### config.mk
export PLATFORM = sky130hd
export DESIGN_NAME = tx_result_arbiter
export DESIGN_NICKNAME = d
export VERILOG_FILES = /design/src/rtl/sys_pkg.sv /design/src/rtl/result_hold_reg.sv /design/src/rtl/tx_result_arbiter.sv
export SDC_FILE = /design/constraint.sdc
export NUM_CORES = 1
export LEC_CHECK = 0
export CORE_UTILIZATION = 34
export DETAILED_ROUTE_END_ITERATION = 10
export HOLD_SLACK_MARGIN = 0.15
export SLEW_MARGIN = 10
export SYNTH_ARGS = -nofsm -noshare
export SYNTH_HDL_FRONTEND = slang
export SYNTH_SLANG_ARGS = --single-unit
### constraint.sdc
create_clock -name CLK -period 3.2 [get_ports CLK]
set_clock_uncertainty 0.05 [all_clocks]
set_input_delay 0.64 -clock CLK [delete_from_list [all_inputs] [get_ports CLK]]
set_output_delay 0.64 -clock CLK [all_outputs]
set_load 0.1 [all_outputs]
### src/rtl/sys_pkg.sv
// Shared definitions for the SYS_CTRL result path: arbiter states,
// grant encoding and default data widths.
package sys_pkg;

  localparam int DEF_DATA_WIDTH = 8;
  localparam int DEF_ALU_WIDTH  = 16;

  localparam logic GNT_RF  = 1'b0;
  localparam logic GNT_ALU = 1'b1;

  typedef enum logic [1:0] {
    IDLE        = 2'd0,
    SEND_RF     = 2'd1,
    SEND_ALU_LO = 2'd2,
    SEND_ALU_HI = 2'd3
  } arb_state_e;

endpackage

### src/rtl/result_hold_reg.sv
// One-entry holding buffer for a single-cycle result pulse. A load on the
// same edge the entry is freed is accepted; a load into a busy entry is dropped.
module result_hold_reg
  import sys_pkg::*;
#(
  parameter int WIDTH = DEF_DATA_WIDTH
) (
  input  logic             clk_i,
  input  logic             rst_i,
  input  logic             load_i,
  input  logic [WIDTH-1:0] data_i,
  input  logic             free_i,
  output logic             pend_o,
  output logic [WIDTH-1:0] data_o,
  output logic             ovf_o
);

  logic             pend_q, pend_d;
  logic [WIDTH-1:0] data_q, data_d;

  // next-state of the entry; ovf_o is a one-cycle drop indication
  always_comb begin
    pend_d = pend_q;
    data_d = data_q;
    ovf_o  = 1'b0;
    if (load_i) begin
      if (!pend_q || free_i) begin
        pend_d = 1'b1;
        data_d = data_i;
      end else begin
        ovf_o = 1'b1;
      end
    end else if (free_i) begin
      pend_d = 1'b0;
    end else begin
      pend_d = pend_q;
    end
  end

  // entry registers
  always_ff @(posedge clk_i) begin
    if (rst_i) begin
      pend_q <= 1'b0;
      data_q <= {WIDTH{1'b0}};
    end else begin
      pend_q <= pend_d;
      data_q <= data_d;
    end
  end

  assign pend_o = pend_q;
  assign data_o = data_q;

endmodule

### src/rtl/tx_result_arbiter.sv
// Round-robin sharing of the TX async FIFO write port between RegFile read
// responses (one byte) and ALU results (two bytes, LSB first).
module tx_result_arbiter
  import sys_pkg::*;
#(
  parameter int DATA_WIDTH = DEF_DATA_WIDTH,
  parameter int ALU_WIDTH  = DEF_ALU_WIDTH
) (
  input  logic                  CLK,
  input  logic                  RST,
  input  logic [DATA_WIDTH-1:0] RF_RD_DATA,
  input  logic                  RF_RD_VLD,
  input  logic [ALU_WIDTH-1:0]  ALU_OUT,
  input  logic                  ALU_OUT_VLD,
  input  logic                  FIFO_FULL,
  input  logic                  CLR_OVF,
  output logic [DATA_WIDTH-1:0] WR_DATA,
  output logic                  W_INC,
  output logic                  BUSY,
  output logic                  OVF
);

  arb_state_e state_q, state_d;
  logic       last_grant_q, last_grant_d;
  logic       ovf_q, ovf_d;

  logic                  rf_pend_s, alu_pend_s;
  logic                  rf_ovf_s, alu_ovf_s;
  logic                  rf_free_s, alu_free_s;
  logic [DATA_WIDTH-1:0] rf_buf_s;
  logic [ALU_WIDTH-1:0]  alu_buf_s;

  // an entry is released on the edge its last byte enters the FIFO
  assign rf_free_s  = (state_q == SEND_RF) && !FIFO_FULL;
  assign alu_free_s = (state_q == SEND_ALU_HI) && !FIFO_FULL;

  result_hold_reg #(.WIDTH(DATA_WIDTH)) u_rf_hold (
    .clk_i  (CLK),
    .rst_i  (RST),
    .load_i (RF_RD_VLD),
    .data_i (RF_RD_DATA),
    .free_i (rf_free_s),
    .pend_o (rf_pend_s),
    .data_o (rf_buf_s),
    .ovf_o  (rf_ovf_s)
  );

  result_hold_reg #(.WIDTH(ALU_WIDTH)) u_alu_hold (
    .clk_i  (CLK),
    .rst_i  (RST),
    .load_i (ALU_OUT_VLD),
    .data_i (ALU_OUT),
    .free_i (alu_free_s),
    .pend_o (alu_pend_s),
    .data_o (alu_buf_s),
    .ovf_o  (alu_ovf_s)
  );

  // grant decision and byte sequencing; states hold while the FIFO is full
  always_comb begin
    state_d      = state_q;
    last_grant_d = last_grant_q;
    case (state_q)
      IDLE: begin
        if (rf_pend_s && alu_pend_s) begin
          if (last_grant_q == GNT_ALU) begin
            state_d      = SEND_RF;
            last_grant_d = GNT_RF;
          end else begin
            state_d      = SEND_ALU_LO;
            last_grant_d = GNT_ALU;
          end
        end else if (rf_pend_s) begin
          state_d      = SEND_RF;
          last_grant_d = GNT_RF;
        end else if (alu_pend_s) begin
          state_d      = SEND_ALU_LO;
          last_grant_d = GNT_ALU;
        end else begin
          state_d = IDLE;
        end
      end
      SEND_RF: begin
        if (!FIFO_FULL) begin
          state_d = IDLE;
        end else begin
          state_d = SEND_RF;
        end
      end
      SEND_ALU_LO: begin
        if (!FIFO_FULL) begin
          state_d = SEND_ALU_HI;
        end else begin
          state_d = SEND_ALU_LO;
        end
      end
      SEND_ALU_HI: begin
        if (!FIFO_FULL) begin
          state_d = IDLE;
        end else begin
          state_d = SEND_ALU_HI;
        end
      end
      default: begin
        state_d = IDLE;
      end
    endcase
  end

  // a fresh overflow wins over a simultaneous clear
  always_comb begin
    ovf_d = (ovf_q && !CLR_OVF) || rf_ovf_s || alu_ovf_s;
  end

  // control registers
  always_ff @(posedge CLK) begin
    if (RST) begin
      state_q      <= IDLE;
      last_grant_q <= GNT_ALU;
      ovf_q        <= 1'b0;
    end else begin
      state_q      <= state_d;
      last_grant_q <= last_grant_d;
      ovf_q        <= ovf_d;
    end
  end

  // write port decoded from the registered state
  always_comb begin
    W_INC = (state_q != IDLE) && !FIFO_FULL;
    case (state_q)
      SEND_RF:     WR_DATA = rf_buf_s;
      SEND_ALU_LO: WR_DATA = alu_buf_s[DATA_WIDTH-1:0];
      SEND_ALU_HI: WR_DATA = alu_buf_s[ALU_WIDTH-1:DATA_WIDTH];
      default:     WR_DATA = {DATA_WIDTH{1'b0}};
    endcase
  end

  assign BUSY = rf_pend_s || alu_pend_s || (state_q != IDLE);
  assign OVF  = ovf_q;

endmodule
==> impl_metrics.json <==
{
  "status": "completed",
  "dp_hpwl_um": 2408,
  "cp-start-kind": "flop",
  "initCoreUtil": 0.3529,
  "leakage_uw": 0.0007735,
  "cts.clk_slew.worst_paths_ns": 0.06,
  "core_area_um2": 4354,
  "die_width_um": 69.23,
  "yosysWarnings": 0,
  "ys_cells": 167,
  "critPathMaxFanout": 15,
  "htreeDepth": 2,
  "cts.sinks": 30,
  "clk_latency_ns": 0.27,
  "finalMaxSlewViolations": 0,
  "drc": 0,
  "tightest_slew_ns": 0.6618,
  "preCtsSetupSlack_ns": 0.7822,
  "nets": 235,
  "rsz0062_at_grt": "false",
  "layout_min_cycle_time_ns": 2.563,
  "syn_to_final_growth_pct": 30.94,
  "cts_resized": 0,
  "synthDistinctLibCells": 27,
  "fillers": 421,
  "final_antenna_net_count": 0,
  "period_used_share": 0.8011,
  "grt_overflow": 0,
  "diodes": 0,
  "antenna_found_initial": 0,
  "critical_path_class": "reg -> out",
  "grt_pass1_wl_um": 5706,
  "cts_tree": "yes",
  "postCtsHoldBufs": 0,
  "peakVddDrop_uv": 182.0,
  "place_congestion": 0.7654,
  "routed_wl_um": 3308,
  "power_uw": 932.8,
  "powerDensity_nw_per_um2": 463.6,
  "setup_viol": 0,
  "drt-wirelength-per-cell_um": 12.87,
  "drive_above_1_share": 0.1122,
  "warnings": 26,
  "ys_chip_area_um2": 1536,
  "max-slew-margin-rel": 0.5582,
  "ioPinCount": 41,
  "synth_nets": 197,
  "port_buffers": 40,
  "syn_inst": 167,
  "lay_top_count": "nand2b_1",
  "num_vias": 1223,
  "maxCapViolations": 0,
  "grt_pass1_vias": 1265,
  "ctsRootBufferMaster": "clkbuf_8",
  "die_y_um": 69.23,
  "ys_seq_share": 0.3909,
  "synth.cell_area_um2": 1536,
  "rows": 24,
  "cts_made_buffers": 5,
  "dieArea_um2": 4792,
  "async_flop_share": 0,
  "lay_top_cells": "41 x nand2b_1, 32 x mux2i_1, 30 x dfxtp_1, 29 x clkdlybuf4s50_1, 14 x buf_4",
  "worst_slack_ns": 0.6365,
  "required_ns": 2.51,
  "crit_path_end_kind": "output pin",
  "hold_viol_final": 0,
  "grt_start_max_net_pins": 55,
  "synth-seq-cells": 30,
  "critical_path_arrival_ns": 1.87,
  "drtIter0Drc": 49,
  "finalSetupTns_ns": 0,
  "viasPerCell": 4.759,
  "edf_count": 0,
  "cts_setup_buffers": 0,
  "syn_avg_cell_area_um2": 9.200,
  "hold_class": "reg -> reg",
  "first_pass_iters": 4,
  "max_freq_ghz": 0.3901,
  "ff_type": "dfxtp_1",
  "cts_buffer_depth": 2
}
registers in the layout (all words and copies together), names as in the netlist:
register           cells
OVF                    1
last_grant_q           1
state_q                2
u_alu_hold.data_o     16
u_alu_hold.pend_o      1
u_rf_hold.data_o       8
u_rf_hold.pend_o       1
area by class of cell:
| type | instances | area [um2] | share of cell area |
|---|---|---|---|
| Multi-Input combinational cell | 122 | 863.3 | 0.4291 |
| Sequential cell | 30 | 600.6 | 0.2985 |
| Timing Repair Buffer | 43 | 395.4 | 0.1965 |
| Clock buffer | 7 | 76.32 | 0.03794 |
| Tap cell | 52 | 65.06 | 0.03234 |
| Inverter | 3 | 11.26 | 0.005597 |
metal layers:
metal / GRT usage / vias to the layer above / wire, um
li1: - / 629 / -
met2: 0.2503 / 29 / 1558
met1: 0.1819 / 559 / 1538
met4: 0.06349 / 0 / 52
met5: 0 / - / 0
met3: 0.04215 / 6 / 158
Yosys cell counts, drive strengths merged, types with 2 or more instances:
cell type | instances | area share
dfxtp | 30 | 0.39
o21ai | 8 | 0.026
a21oi | 3 | 0.0098
nor2 | 6 | 0.015
mux2i | 32 | 0.21
clkbuf | 8 | 0.020
inv | 3 | 0.0073
buf | 4 | 0.023
nand2 | 11 | 0.027
a21boi | 2 | 0.012
or2b | 8 | 0.039
nand2b | 41 | 0.17
metrics by stage:
| step | std cells | area, um2 | hold WS, ns |
|---|---|---|---|
| floorplan | 167 | 1536 | 0.3984 |
| detailed placement | 250 | 1936 | 0.4196 |
| finish | 257 | 2012 | 0.4244 |
| global placement | 250 | 1936 | 0.4094 |
| global route | 257 | 2012 | 0.4537 |
| CTS | 257 | 2012 | 0.4302 |
power breakdown:
group | switching [uW] | internal [uW] | total (uW)
logic | 133 | 97.0 | 231
registers | 23.6 | 401 | 425
clock network | 128 | 149 | 278
critical path, stage by stage, from the launching register on:
cell     delay (ns)
dfxtp_1        0.74
and2b_2        0.37
nand2_1        0.07
o21ai_1        0.10
buf_4          0.32
path summary, 6_finish.rpt:
check	startpoint	end	slack (ns)	cells past startpoint
setup / recovery	state_q[1]	WR_DATA[1]	0.64	4
hold / removal	u_alu_hold.data_o[2]	u_alu_hold.data_o[2]	0.42	2
setup reg to reg	state_q[1]	u_rf_hold.data_o[1]	1.33	3
hold reg to reg	u_alu_hold.data_o[2]	u_alu_hold.data_o[2]	0.42	2
cells by family after synthesis:
| logic type | share of synthesized area |
|---|---|
| AND-OR/OR-AND | 0.07003 |
| multiplexers | 0.2085 |
| flip-flops | 0.3909 |
| buffers and inverters | 0.04967 |
| AND/OR/NAND/NOR | 0.2809 |
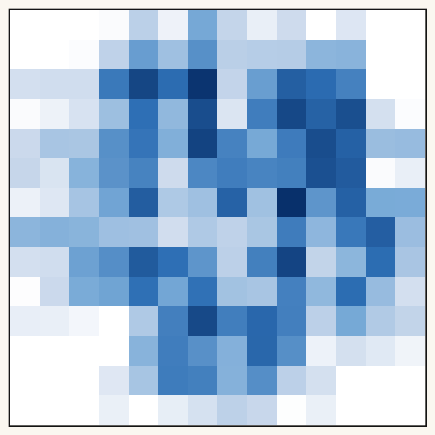
Figure 1: routed metal per tile.
Scale: 6 px per um. 14 x 14 tiles, from white (low) to dark blue (high), scaled to the fullest tile. Values are wire area over tile area, all layers added.
- tiles over half the peak: 35%
- emptiest ninth of the die: south-west
- fullest tile: 0.28
- mean over tiles: 0.11

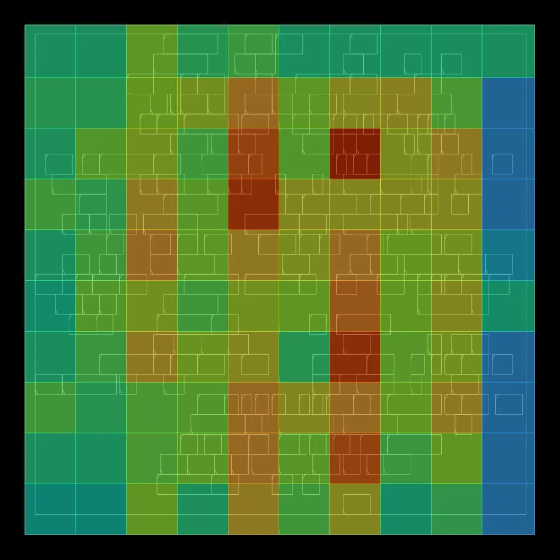
Figure 2: routing congestion.
GRT met3 Usage: 0.04215
fin util: 0.4621
all-layer global routing usage: 0.1506

Power figures rest on the tool's default switching activity, not on a simulated workload.
